### src/rtl/instr_encoder_pkg.sv
// Shared definitions for the instruction encoder: operation classes,
// major opcodes and the immediate-format select codes used by the decoder.
package instr_encoder_pkg;

  typedef enum logic [3:0] {
    OPC_R      = 4'd0,
    OPC_I      = 4'd1,
    OPC_LOAD   = 4'd2,
    OPC_S      = 4'd3,
    OPC_BRANCH = 4'd4,
    OPC_JAL    = 4'd5,
    OPC_JALR   = 4'd6,
    OPC_LUI    = 4'd7,
    OPC_AUIPC  = 4'd8
  } op_class_e;

  localparam logic [6:0] OP_R      = 7'b0110011;
  localparam logic [6:0] OP_I      = 7'b0010011;
  localparam logic [6:0] OP_LOAD   = 7'b0000011;
  localparam logic [6:0] OP_S      = 7'b0100011;
  localparam logic [6:0] OP_BRANCH = 7'b1100011;
  localparam logic [6:0] OP_JAL    = 7'b1101111;
  localparam logic [6:0] OP_JALR   = 7'b1100111;
  localparam logic [6:0] OP_LUI    = 7'b0110111;
  localparam logic [6:0] OP_AUIPC  = 7'b0010111;

  localparam logic [2:0] IMM_I = 3'b000;
  localparam logic [2:0] IMM_S = 3'b001;
  localparam logic [2:0] IMM_B = 3'b010;
  localparam logic [2:0] IMM_J = 3'b011;
  localparam logic [2:0] IMM_U = 3'b100;

endpackage

### src/rtl/instr_fifo.sv
// Two-entry, 32-bit first-word-fall-through buffer between the encoder and
// the instruction-memory write port.
module instr_fifo
  import instr_encoder_pkg::*;
(
  input  logic        clk,
  input  logic        rst,
  input  logic        push_i,
  input  logic [31:0] wdata_i,
  input  logic        pop_i,
  output logic [31:0] rdata_o,
  output logic        full_o,
  output logic        empty_o
);

  logic [31:0] mem_q [2];
  logic        wr_ptr_q, wr_ptr_d;
  logic        rd_ptr_q, rd_ptr_d;
  logic [1:0]  cnt_q, cnt_d;
  logic        do_push, do_pop;

  assign full_o  = (cnt_q == 2'd2);
  assign empty_o = (cnt_q == 2'd0);
  assign do_push = push_i & ~full_o;
  assign do_pop  = pop_i & ~empty_o;
  assign rdata_o = mem_q[rd_ptr_q];

  always_comb begin
    wr_ptr_d = wr_ptr_q ^ do_push;
    rd_ptr_d = rd_ptr_q ^ do_pop;
    cnt_d    = cnt_q;
    case ({do_push, do_pop})
      2'b10:   cnt_d = cnt_q + 2'd1;
      2'b01:   cnt_d = cnt_q - 2'd1;
      default: cnt_d = cnt_q;
    endcase
  end

  always_ff @(posedge clk or posedge rst) begin
    if (rst) begin
      wr_ptr_q <= 1'b0;
      rd_ptr_q <= 1'b0;
      cnt_q    <= 2'd0;
    end else begin
      wr_ptr_q <= wr_ptr_d;
      rd_ptr_q <= rd_ptr_d;
      cnt_q    <= cnt_d;
    end
  end

  // Storage needs no reset: occupancy alone decides what is valid.
  always_ff @(posedge clk) begin
    if (do_push) mem_q[wr_ptr_q] <= wdata_i;
  end

endmodule

### src/rtl/instr_encoder.sv
// Encodes RV32I instructions from field inputs, buffers them, and writes them
// to consecutive word addresses of an instruction memory.
module instr_encoder
  import instr_encoder_pkg::*;
(
  input  logic        clk,
  input  logic        rst,
  input  logic        in_valid,
  output logic        in_ready,
  input  logic [3:0]  op_class,
  input  logic [2:0]  func3,
  input  logic        func7,
  input  logic [4:0]  rd,
  input  logic [4:0]  rs1,
  input  logic [4:0]  rs2,
  input  logic [31:0] imm,
  input  logic        base_load,
  input  logic [31:0] base_addr,
  output logic        imem_we,
  input  logic        imem_ready,
  output logic [31:0] imem_addr,
  output logic [31:0] imem_wdata,
  output logic        err,
  output logic [15:0] count
);

  logic [6:0]  opcode;
  logic [2:0]  imm_sel;
  logic [2:0]  f3_eff;
  logic        legal;
  logic [31:0] word;
  logic        accept, push, pop;
  logic        fifo_full, fifo_empty;
  logic [31:0] fifo_head;
  logic [31:0] ptr_q, ptr_d;
  logic [15:0] count_q, count_d;
  logic        err_q, err_d;
  logic        unused_addr_lsbs;

  assign unused_addr_lsbs = &{1'b0, base_addr[1:0]};

  always_comb begin
    opcode  = OP_R;
    imm_sel = IMM_I;
    f3_eff  = func3;
    legal   = 1'b1;
    case (op_class)
      OPC_R:      opcode = OP_R;
      OPC_I:      opcode = OP_I;
      OPC_LOAD:   opcode = OP_LOAD;
      OPC_S:      begin opcode = OP_S;      imm_sel = IMM_S; end
      OPC_BRANCH: begin opcode = OP_BRANCH; imm_sel = IMM_B; end
      OPC_JAL:    begin opcode = OP_JAL;    imm_sel = IMM_J; end
      OPC_JALR:   begin opcode = OP_JALR;   f3_eff  = 3'b000; end
      OPC_LUI:    begin opcode = OP_LUI;    imm_sel = IMM_U; end
      OPC_AUIPC:  begin opcode = OP_AUIPC;  imm_sel = IMM_U; end
      default:    legal = 1'b0;
    endcase

    case (imm_sel)
      IMM_S:   word = {imm[11:5], rs2, rs1, f3_eff, imm[4:0], opcode};
      IMM_B:   word = {imm[12], imm[10:5], rs2, rs1, f3_eff, imm[4:1], imm[11], opcode};
      IMM_J:   word = {imm[20], imm[10:1], imm[11], imm[19:12], rd, opcode};
      IMM_U:   word = {imm[31:12], rd, opcode};
      default: word = {imm[11:0], rs1, f3_eff, rd, opcode};
    endcase

    // Register ops and immediate shifts carry func7 in the top bits instead of imm.
    if (op_class == OPC_R)
      word = {1'b0, func7, 5'b0, rs2, rs1, f3_eff, rd, opcode};
    else if (op_class == OPC_I && func3[1:0] == 2'b01)
      word[31:20] = {1'b0, func7, 5'b0, imm[4:0]};
  end

  assign in_ready = ~fifo_full & ~rst;
  assign accept   = in_valid & in_ready;
  assign push     = accept & legal;
  assign pop      = imem_we & imem_ready;

  instr_fifo u_fifo (
    .clk     (clk),
    .rst     (rst),
    .push_i  (push),
    .wdata_i (word),
    .pop_i   (pop),
    .rdata_o (fifo_head),
    .full_o  (fifo_full),
    .empty_o (fifo_empty)
  );

  assign imem_we    = ~fifo_empty;
  assign imem_wdata = fifo_empty ? 32'h0 : fifo_head;
  assign imem_addr  = ptr_q;
  assign err        = err_q;
  assign count      = count_q;

  // A base load in the same cycle as a completed write overrides the increment.
  always_comb begin
    ptr_d   = ptr_q;
    count_d = count_q;
    err_d   = err_q | (accept & ~legal);
    if (pop) begin
      ptr_d = ptr_q + 32'd4;
      if (count_q != 16'hFFFF) count_d = count_q + 16'd1;
    end
    if (base_load) ptr_d = {base_addr[31:2], 2'b00};
  end

  always_ff @(posedge clk or posedge rst) begin
    if (rst) begin
      ptr_q   <= 32'h0;
      count_q <= 16'h0;
      err_q   <= 1'b0;
    end else begin
      ptr_q   <= ptr_d;
      count_q <= count_d;
      err_q   <= err_d;
    end
  end

endmodule

### config.mk
export PLATFORM = sky130hd
export DESIGN_NAME = instr_encoder
export DESIGN_NICKNAME = d
export VERILOG_FILES = /design/src/rtl/instr_encoder_pkg.sv /design/src/rtl/instr_fifo.sv /design/src/rtl/instr_encoder.sv
export SDC_FILE = /design/constraint.sdc
export NUM_CORES = 1
export LEC_CHECK = 0
export ABC_AREA = 1
export CELL_PAD_IN_SITES_DETAIL_PLACEMENT = 1
export CELL_PAD_IN_SITES_GLOBAL_PLACEMENT = 2
export CORE_MARGIN = 2
export CORE_UTILIZATION = 25
export CTS_CLUSTER_DIAMETER = 30
export DETAILED_ROUTE_END_ITERATION = 6
export GPL_ROUTABILITY_DRIVEN = 0
export MAX_ROUTING_LAYER = met4
export PLACE_DENSITY = 0.79
export SYNTH_ARGS = -nofsm -noshare
export SYNTH_HDL_FRONTEND = slang
export SYNTH_HIERARCHICAL = 1
export SYNTH_SLANG_ARGS = --single-unit
### constraint.sdc
create_clock -name clk -period 2.2 [get_ports clk]
set_clock_uncertainty 0.05 [all_clocks]
set_input_delay 0.44 -clock clk [delete_from_list [all_inputs] [get_ports clk]]
set_output_delay 0.44 -clock clk [all_outputs]
set_load 0.02 [all_outputs]
**Run 1: supply network**

Pins as bars on the die edge. Tap cells in grey.
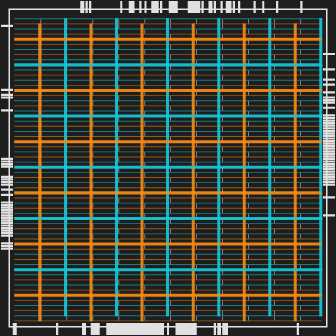
legend:
  orange:
    net: VSS
  cyan:
    net: VDD
signal pins: 175
rows: 59
tap cells: 335
met4 straps: 12
met1 rails: 60
die width: 168 µm
core area: 0.0262 mm²
Worst VDD drop: 0.487 mV
Die Ht: 168 µm

**Run 1: cell classes on the final placement**

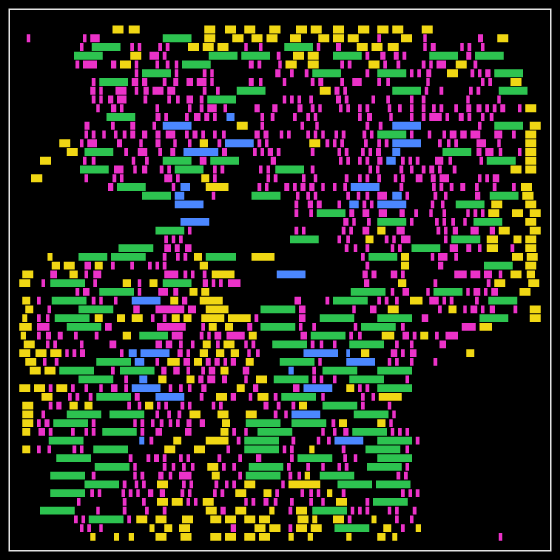
legend:
  magenta:
    class: combinational and other logic
    cells: 764
  blue:
    class: clock drivers and dummy loads
    cells: 32
  green:
    class: flops
    cells: 115
  yellow:
    class: other buffers and delay cells
    cells: 229
Seq area share: 32.7%
Final Instance Area: 0.00977 mm²

==> Changelog: implementation, run 1 <==
## Flow update

- ANT cells: 0
- Status: completed
- Vias per inst: about 4.4
- Largest cell class: flip-flops and latches
- Highest Clock Rate: 480 MHz
- Synth area leaders: edfxtp_1, nand2_1, dfrtp_1
- Number of non-clock buffers in the layout: 229
- MaxCap Viol Count: 0
- Critical Path Source Type: flip-flop
- GRT overflow: 0
- Post-DP HPWL: 17300 µm
- Clkbuf count: 18
- TritonCTS Sinks: 115
- H-tree levels: 4
- Final min period: 2.08 ns
- Tap cells: 335
- Area Growth Syn to Fin: 45.5%
- Worst r2r src: u_fifo/cnt_q[1]$_DFFE_PP0P_
- Slew @ Worst Pin: 0.608 ns
- Hold slack final: 0.353 ns
- WL/cell: 15.5 µm
- Post-synthesis cell count: 899
- Yosys stat chip area: about 0.0067 mm²
- Total GRT Usage: 17.1%
- Critical path fanouts, max: 8
- IO Pins: 175
- Crit-path cells: inv_1 -> nand2_2 -> clkinvlp_4 -> buf_12 -> buf_12 -> nor2_1 -> buf_2
- DR iter-0 viols: around 270
- Clock buffer depth: 2
- Comb gates: 652
- CP endpoint kind: primary output
- Vias: about 6500
- Critical path launch point: u_fifo/cnt_q[1]$_DFFE_PP0P_
- CTS buffer count: 17
- Maximum number of pins on one net before global-route repair: 26
- Unrepaired setup endpoints after global routing: false
- Mapped cell area: about 0.0067 mm²
- Warning total across the stage logs: 30
- Wirelength, routed: 22900 µm
- Layout cells sized above 1: 16.1%
- Yosys cell count: 899
- Invs w/o clock: approximately 110
- Setup Viol. Count Final: 0
- Most frequent cell after synthesis: nand2_1
- Clock-cell share: 5.95%
- Syn. warnings: 6
- Worst hold path type: in -> async
- Commonest cells post-synth: nand2_1, nor2_1, inv_1, edfxtp_1, nand3_1
**Run 1: clock network drawn from the DEF**

The bar under the picture is 50 µm long.
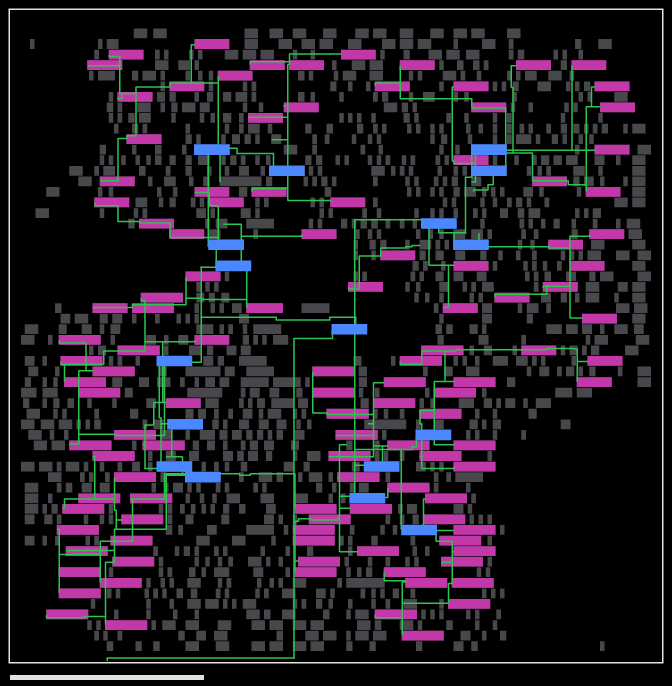
legend:
  magenta:
    item: flip-flops
    count: 115
  blue:
    item: clock drivers
    count: 17
  green:
    item: clock wires
    length: 2100 µm
flops lie: widely spread
routed clock nets: 18
Skew-Pair Late Insertion Delay: 0.42 ns
P_clk: 2820 µW
clock power share: 27.8%

## run 1: worst min-delay path: stages
cell and delay [ns]:
clkdlybuf4s50_1 0.44, buf_4 0.15, inv_1 0.16
## run 1: metrics by stage
| step | setup WS, ns | std cells | util [%] | area [µm²] | power, µW |
|---|---|---|---|---|---|
| 2_1_floorplan | -0.0221 | 903 | - | 6730 | 5330 |
| 3_3_place_gp | -0.157 | 1440 | 35.0 | 9160 | 7280 |
| 3_5_place_dp | -0.219 | 1440 | 35.0 | 9160 | 7340 |
| 4_1_cts | 0.00422 | 1474 | 36.9 | 9670 | 10100 |
| 5_1_grt | 0.000678 | 1475 | 37.3 | 9770 | 10800 |
| 6_report | 0.117 | 1475 | 37.3 | 9770 | 10100 |
## run 1: path summary, 6_finish.rpt
| path | end | cells past startpoint |
|---|---|---|
| worst max-delay path | imem_wdata[21] | 7 |
| worst min-delay path | u_fifo/cnt_q[0]$_DFFE_PP0P_ | 3 |
| worst max register to register | u_fifo/mem_q[1][8]$_DFFE_PP_ | 10 |
| worst min register to register | u_fifo/cnt_q[1]$_DFFE_PP0P_ | 2 |
| max in group asynchronous | imem_addr[14]$_DFFE_PP0N_ | 4 |
| min in group clk | u_fifo/cnt_q[1]$_DFFE_PP0P_ | 2 |
## run 1: report_power, final
part / internal, µW / total, µW / switching [µW]
sequential: 2620 / 2980 / 359
clock: 1680 / 2820 / 1140
combinational: 1800 / 4340 / 2540
## run 1: layer usage
layer	part of all wire, %	vias to the layer above	track usage [%]
met3	2.9	24	2.49
li1	-	3262	-
met5	0	-	-
met2	49	105	28.6
met1	46	3143	21.3
met4	1.6	0	5.78
## run 1: flip-flops by register name, indices dropped and copies added, names as in the netlist
signal,flops
err,1
u_fifo/wr_ptr_q,1
imem_addr,30
u_fifo/mem_q,64
count,16
u_fifo/cnt_q,2
u_fifo/rd_ptr_q,1
## run 1: what timing repair did
action,4_1_cts,5_1_grt
gates cloned,1,0
setup endpoints to repair,36,106
endpoints found under the hold margin,0,0
resized,138,43
setup buffers,1,1
pin swaps,0,1
## run 1: layout by cell type, fill, tap and decap left out, types with 2 or more instances in the layout
master	instances
a21oi_1	11
clkinvlp_4	5
xnor2_1	6
o21ai_1	5
nand2_1	358
buf_2	17
nand3_1	58
nand4_1	5
nand2_2	21
bufinv_16	2
clkinv_2	2
clkdlybuf4s50_1	136
inv_2	8
o22ai_1	2
buf_4	60
buf_12	9
nor2_4	3
inv_1	99
buf_6	5
conb_1	6
dfrtp_1	50
ha_1	3
o211ai_1	6
inv_4	2
nor2_1	95
nor2_2	15
inv_6	5
o21bai_1	4
nand3_2	2
edfxtp_1	64
xor2_1	13
ha_4	2
nor3_1	6
o21ai_0	23
clkbuf_16	17
## run 1: kinds of logic (layout without fill, tap and decap cells)
kind of cell / count (synthesis) / in the layout / synth area share, %
fa+ha+maj: 5 / 5 / 0.932
xor+xnor: 19 / 19 / 2.48
simple gates: 567 / 567 / 34.8
other cells: 2 / 6 / 0.112
flops: 115 / 115 / 47.6
compound gates: 55 / 55 / 4.71
buf+inv: 136 / 373 / 9.37
--- run 2 (diff from run 1) ---
- GPL_ROUTABILITY_DRIVEN: 0 -> unset
**Run 2: routing congestion map**

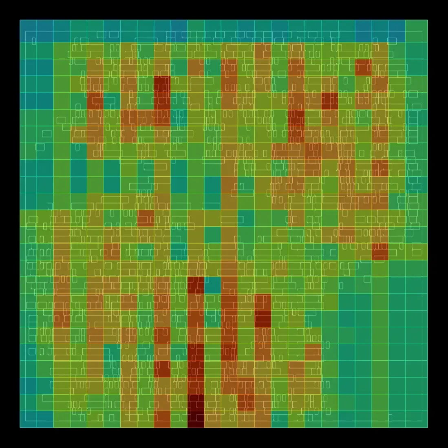
GR Util met3: 2.49%
fin util: 37.3%
WL/cell: 15.5 µm

**Run 2: routed metal, one colour a layer**

The bar under the picture is 50 µm long.
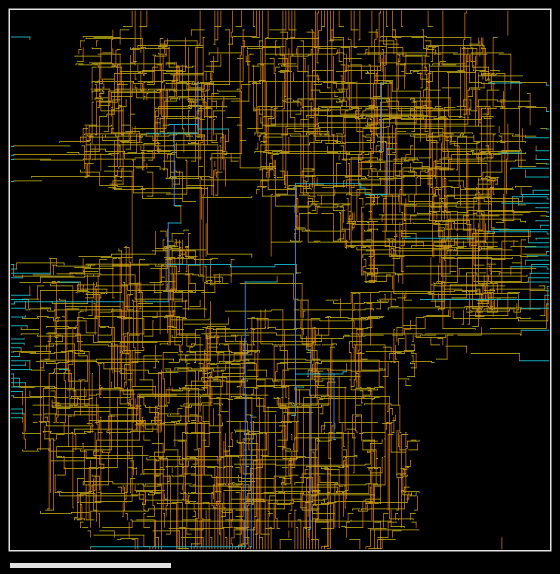
legend:
  yellow:
    layer: metal 1
    wire_length: 10600 µm
  cyan:
    layer: metal 3
    wire_length: 660 µm
  orange:
    layer: metal 2
    wire_length: 11200 µm
  blue:
    layer: metal 4
    wire_length: 372 µm
Vias: 6534
Total GRT Usage: 17.1%
wirelength, routed: 22900 µm

==> Changelog: implementation, run 2 <==
## Flow update

- Status: completed
- Gate power share: 42.8% (about the same)
- Yosys cell count: 899 (unchanged)
- Simple-gate share of the synthesized area: 34.8% (unchanged)
- Slew @ Worst Pin: 0.608 ns (unchanged)
- MaxCap Viol Count: 0 (unchanged)
- Placed inst area: 0.00916 mm² (unchanged)
- Commonest cells post-synth: nand2_1, nor2_1, inv_1, edfxtp_1, nand3_1
- Final min period: 2.08 ns (unchanged)
- Worst r2r src: u_fifo/cnt_q[1]$_DFFE_PP0P_
- GRT overflow: 0 (unchanged)
- XOR/XNOR Area Share: 2.48% (unchanged)
- Setup Viol. Count Final: 0 (unchanged)
- Final Instance Area: 0.00977 mm² (unchanged)
- Warning total across the stage logs: 30 (unchanged)
- Placed Instances: 1440 (unchanged)
- Die width: 168 µm (unchanged)
- Adder Area Share: 0.932% (unchanged)
- Synth area leaders: edfxtp_1, nand2_1, dfrtp_1
- Unrepaired setup endpoints after global routing: false
- IO Pins: 175 (unchanged)
- Critical Path Source Type: flip-flop
- H-tree levels: 4 (unchanged)
- Highest Clock Rate: 480 MHz (unchanged)
- Main logic family: simple AND/OR/NAND/NOR gates
- Most frequent cell after synthesis: nand2_1
- ANT cells: 0 (unchanged)
- Internal power: 6110 µW (unchanged)
- Worst VDD drop: 0.487 mV (unchanged)
- Post-synthesis cell count: 899 (unchanged)
- CTS buffer count: 17 (unchanged)
- Mux share: 0% (unchanged)
- Critical path fanouts, max: 8 (unchanged)
- TritonCTS Sinks: 115 (unchanged)
- Skew-Pair Late Insertion Delay: 0.42 ns (about the same)
- Yosys stat chip area: 0.00671 mm² (unchanged)
- Switching share of total power: 39.8% (unchanged)
- Reg with most FFs: u_fifo/mem_q
- Psw: 4030 µW (unchanged)
- Post-DP HPWL: 17300 µm (unchanged)
- Syn. warnings: 6 (unchanged)
**Run 2: cell classes on the final placement**

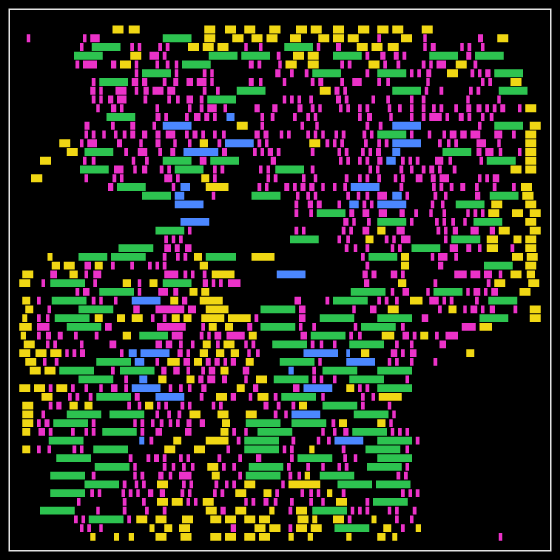
legend:
  blue:
    class: clock drivers and dummy loads
    cells: 32
  green:
    class: flops
    cells: 115
  magenta:
    class: combinational and other logic
    cells: 764
  yellow:
    class: other buffers and delay cells
    cells: 229
Rows: 59

==> run 2: cell counts after synthesis <==
No cell type changed its count.
==> run 2: routing by layer <==
metal	up-vias	part of all wire [%]	GRT usage, %
met3	24	2.9	2.49
met2	105	49	28.6
met1	3143	46	21.3
li1	3262	-	-
met5	-	0	-
met4	0	1.6	5.78
==> run 2: per-stage QoR <==
stage | hold WS (ns) | TNS, ns | total power (µW) | setup WS (ns)
final | 0.353 | 0 | 10100 | 0.117
after global routing | 0.362 | 0 | 10800 | 0.000678
after CTS | 0.321 | 0 | 10100 | 0.00422
after detailed placement | 0.412 | -12.70 | 7340 | -0.219
after global placement | 0.418 | -9.71 | 7280 | -0.157
after floorplan | 0.156 | -1.41 | 5330 | -0.0221
==> run 2: cell families (layout without fill, tap and decap cells) <==
kind of cell    after synthesis  in the layout
other cells                   2              6
fa+ha+maj                     5              5
xor+xnor                     19             19
flops                       115            115
compound gates               55             55
simple gates                567            567
buf+inv                     136            373
==> run 2: power by group through the flow <==
stage / clock network, µW / registers (µW) / logic (µW)
3_5_place_dp: 0 / 3020 / 4320
5_1_grt: 2990 / 3040 / 4760
2_1_floorplan: 0 / 3130 / 2190
4_1_cts: 2900 / 2980 / 4230
3_3_place_gp: 0 / 3010 / 4270
6_report: 2820 / 2980 / 4340
==> run 2: area by class of cell <==
type	count	area share (%)
Tap cell	335	4.29
Clock buffer	18	4.39
Clock inverter	14	1.56
Timing Repair Buffer	229	22.2
Inverter	112	4.47
Sequential cell	115	32.7
Multi-Input combinational cell	652	30.4
==> run 2: how the worst max path moves through the flow <==
stage,start,endpoint,slack [ns],depth (start not counted)
5_1_grt,u_fifo/cnt_q[0]$_DFFE_PP0P_,imem_wdata[19],0.0007,7
4_1_cts,u_fifo/cnt_q[0]$_DFFE_PP0P_,count[4]$_DFFE_PP0P_,0.004,13
3_3_place_gp,op_class[3],u_fifo/mem_q[0][29]$_DFFE_PP_,-0.16,8
3_5_place_dp,op_class[3],u_fifo/mem_q[0][26]$_DFFE_PP_,-0.22,8
2_1_floorplan,u_fifo/cnt_q[1]$_DFFE_PP0P_,u_fifo/mem_q[0][0]$_DFFE_PP_,-0.02,8
6_report,u_fifo/cnt_q[1]$_DFFE_PP0P_,imem_wdata[21],0.12,7
==> run 2: repair_timing <==
item / 4_1_cts / 5_1_grt
hold endpoints to repair: 0 / 0
endpoints found under the setup margin: 36 / 106
cloned: 1 / 0
pin swaps: 0 / 1
buffers inserted: 1 / 1
gates resized: 138 / 43
==> run 2: critical path, cell delays in order (launching register included) <==
cell and delay, ns:
dfrtp_1 0.34, inv_1 0.06, nand2_2 0.10, clkinvlp_4 0.10, buf_12 0.15, buf_12 0.14
nor2_1 0.09, buf_2 0.17
--- run 3 (diff from run 2) ---
- ABC_CLOCK_PERIOD_IN_PS: unset -> 2200
==> Changelog: implementation, run 3 <==
## Flow update

- Status: completed
- Warning total across the stage logs: 30 (unchanged)
- Highest Clock Rate: 480 MHz (unchanged)
- H-tree levels: 4 (unchanged)
- Slew @ Worst Pin: 0.608 ns (unchanged)
- Total GRT Usage: 17.1% (unchanged)
- TritonCTS Sinks: 115 (unchanged)
- Die width: 168 µm (unchanged)
- Commonest cells post-synth: nand2_1, nor2_1, inv_1, edfxtp_1, nand3_1
- CTS buffer count: 17 (unchanged)
- Unrepaired setup endpoints after global routing: false
- Gate power share: 42.8% (about the same)
- Post-synthesis cell count: 899 (unchanged)
- Wirelength, routed: 22900 µm (unchanged)
- Switching share of total power: 39.8% (unchanged)
- Internal power: 6110 µW (unchanged)
- IO Pins: 175 (unchanged)
- Critical path fanouts, max: 8 (unchanged)
- Psw: 4030 µW (unchanged)
- Skew-Pair Late Insertion Delay: 0.42 ns (about the same)
- Worst VDD drop: 0.487 mV (unchanged)
- Yosys cell count: 899 (unchanged)
- Syn. warnings: 6 (unchanged)
- ANT cells: 0 (unchanged)
- Reg with most FFs: u_fifo/mem_q
- Rows: 59 (unchanged)
- Placed Instances: 1440 (unchanged)
- Worst r2r src: u_fifo/cnt_q[1]$_DFFE_PP0P_
- Critical Path Source Type: flip-flop
- Setup TNS Final: 0 ns (unchanged)
- Final min period: 2.08 ns (unchanged)
- Critical-path top delay cell: dfrtp_1
- Yosys stat chip area: 0.00671 mm² (unchanged)
run 3: worst max path at each step:
stage,startpoint,end,cells past startpoint,slack [ns]
after global routing,u_fifo/cnt_q[0]$_DFFE_PP0P_,imem_wdata[19],7,0.0007
after floorplan,u_fifo/cnt_q[1]$_DFFE_PP0P_,u_fifo/mem_q[0][0]$_DFFE_PP_,8,-0.02
final,u_fifo/cnt_q[1]$_DFFE_PP0P_,imem_wdata[21],7,0.12
after detailed placement,op_class[3],u_fifo/mem_q[0][26]$_DFFE_PP_,8,-0.22
after global placement,op_class[3],u_fifo/mem_q[0][29]$_DFFE_PP_,8,-0.16
after CTS,u_fifo/cnt_q[0]$_DFFE_PP0P_,count[4]$_DFFE_PP0P_,13,0.004
run 3: through the flow:
step           hold WS, ns  total power (µW)  cell area (µm²)  setup slack [ns]
2_1_floorplan        0.156              5330             6730           -0.0221
3_3_place_gp         0.418              7280             9160            -0.157
3_5_place_dp         0.412              7340             9160            -0.219
4_1_cts              0.321             10100             9670           0.00422
5_1_grt              0.362             10800             9770          0.000678
6_report             0.353             10100             9770             0.117
run 3: logic make-up after synthesis:
family                   Yosys count  synth area share [%]
AND/OR/NAND/NOR                  567                  34.8
buffers and inverters            136                  9.37
flip-flops                       115                  47.6
AND-OR/OR-AND                     55                  4.71
XOR/XNOR                          19                  2.48
adder cells (fa/ha/maj)            5                 0.932
other                              2                 0.112
run 3: worst max-delay path: cells and delay by family, from the launching register on:
family	cells	cell delay, ns
flops	1	0.34
simple gates	2	0.19
buf+inv	5	0.62
run 3: power groups by stage:
stage,Sequential (µW),Clock [µW],Combinational (µW)
floorplan,3130,0,2190
finish,2980,2820,4340
detailed placement,3020,0,4320
global route,3040,2990,4760
CTS,2980,2900,4230
global placement,3010,0,4270
run 3: per-layer routing:
metal	up-vias	share of wire, %	global-route usage, %
li1	3262	-	-
met1	3143	46	21.3
met2	105	49	28.6
met3	24	2.9	2.49
met4	0	1.6	5.78
met5	-	0	-
run 3: layout make-up:
cell class	count	share of cell area [%]
clock inverter	14	1.56
tap	335	4.29
inverter	112	4.47
timing repair buffer	229	22.2
sequential	115	32.7
multi-input combinational	652	30.4
clock buffer	18	4.39
run 3: timing repair:
action                                  CTS  global route
setup buffers                             1             1
endpoints found under the setup margin   36           106
pin swaps                                 0             1
cloned                                    1             0
gates resized                           138            43
**Run 3: supply network**

Pins as bars on the die edge. Tap cells in grey.
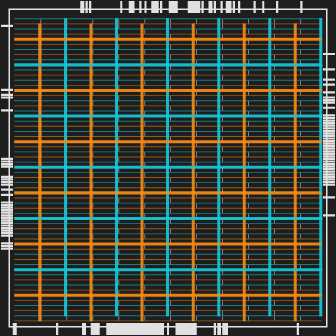
legend:
  orange:
    net: VSS
  cyan:
    net: VDD
met4 straps: 12
signal pins: 175
met1 rails: 60
tap cells: 335

**Run 3: cell classes on the final placement**

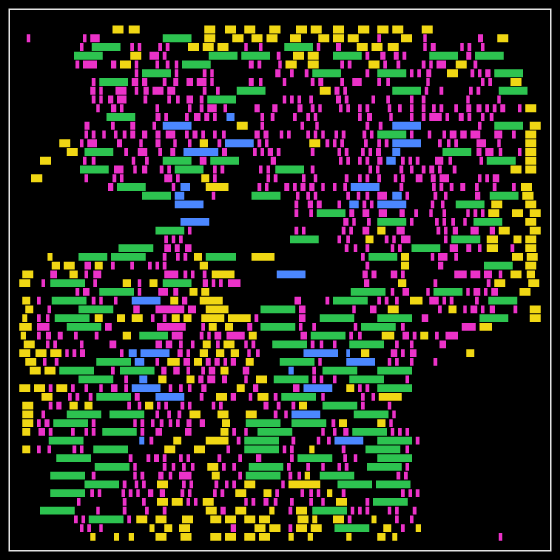
legend:
  yellow:
    class: other buffers and delay cells
    cells: 229
  blue:
    class: clock drivers and dummy loads
    cells: 32
  green:
    class: flops
    cells: 115
  magenta:
    class: combinational and other logic
    cells: 764

**Run 3: routing congestion map**

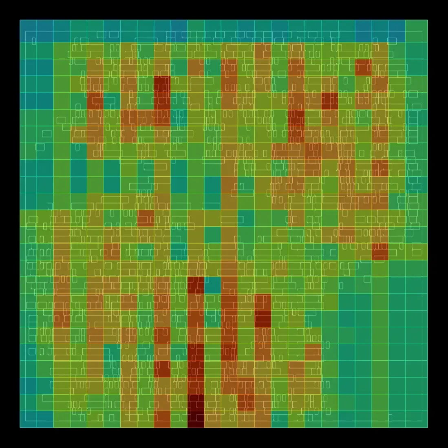
met1 usage: 21.3%
GR peak layer: met2
met2 GRT Util: 28.6%

No activity file was given, so power comes from the tool's default toggle rates.
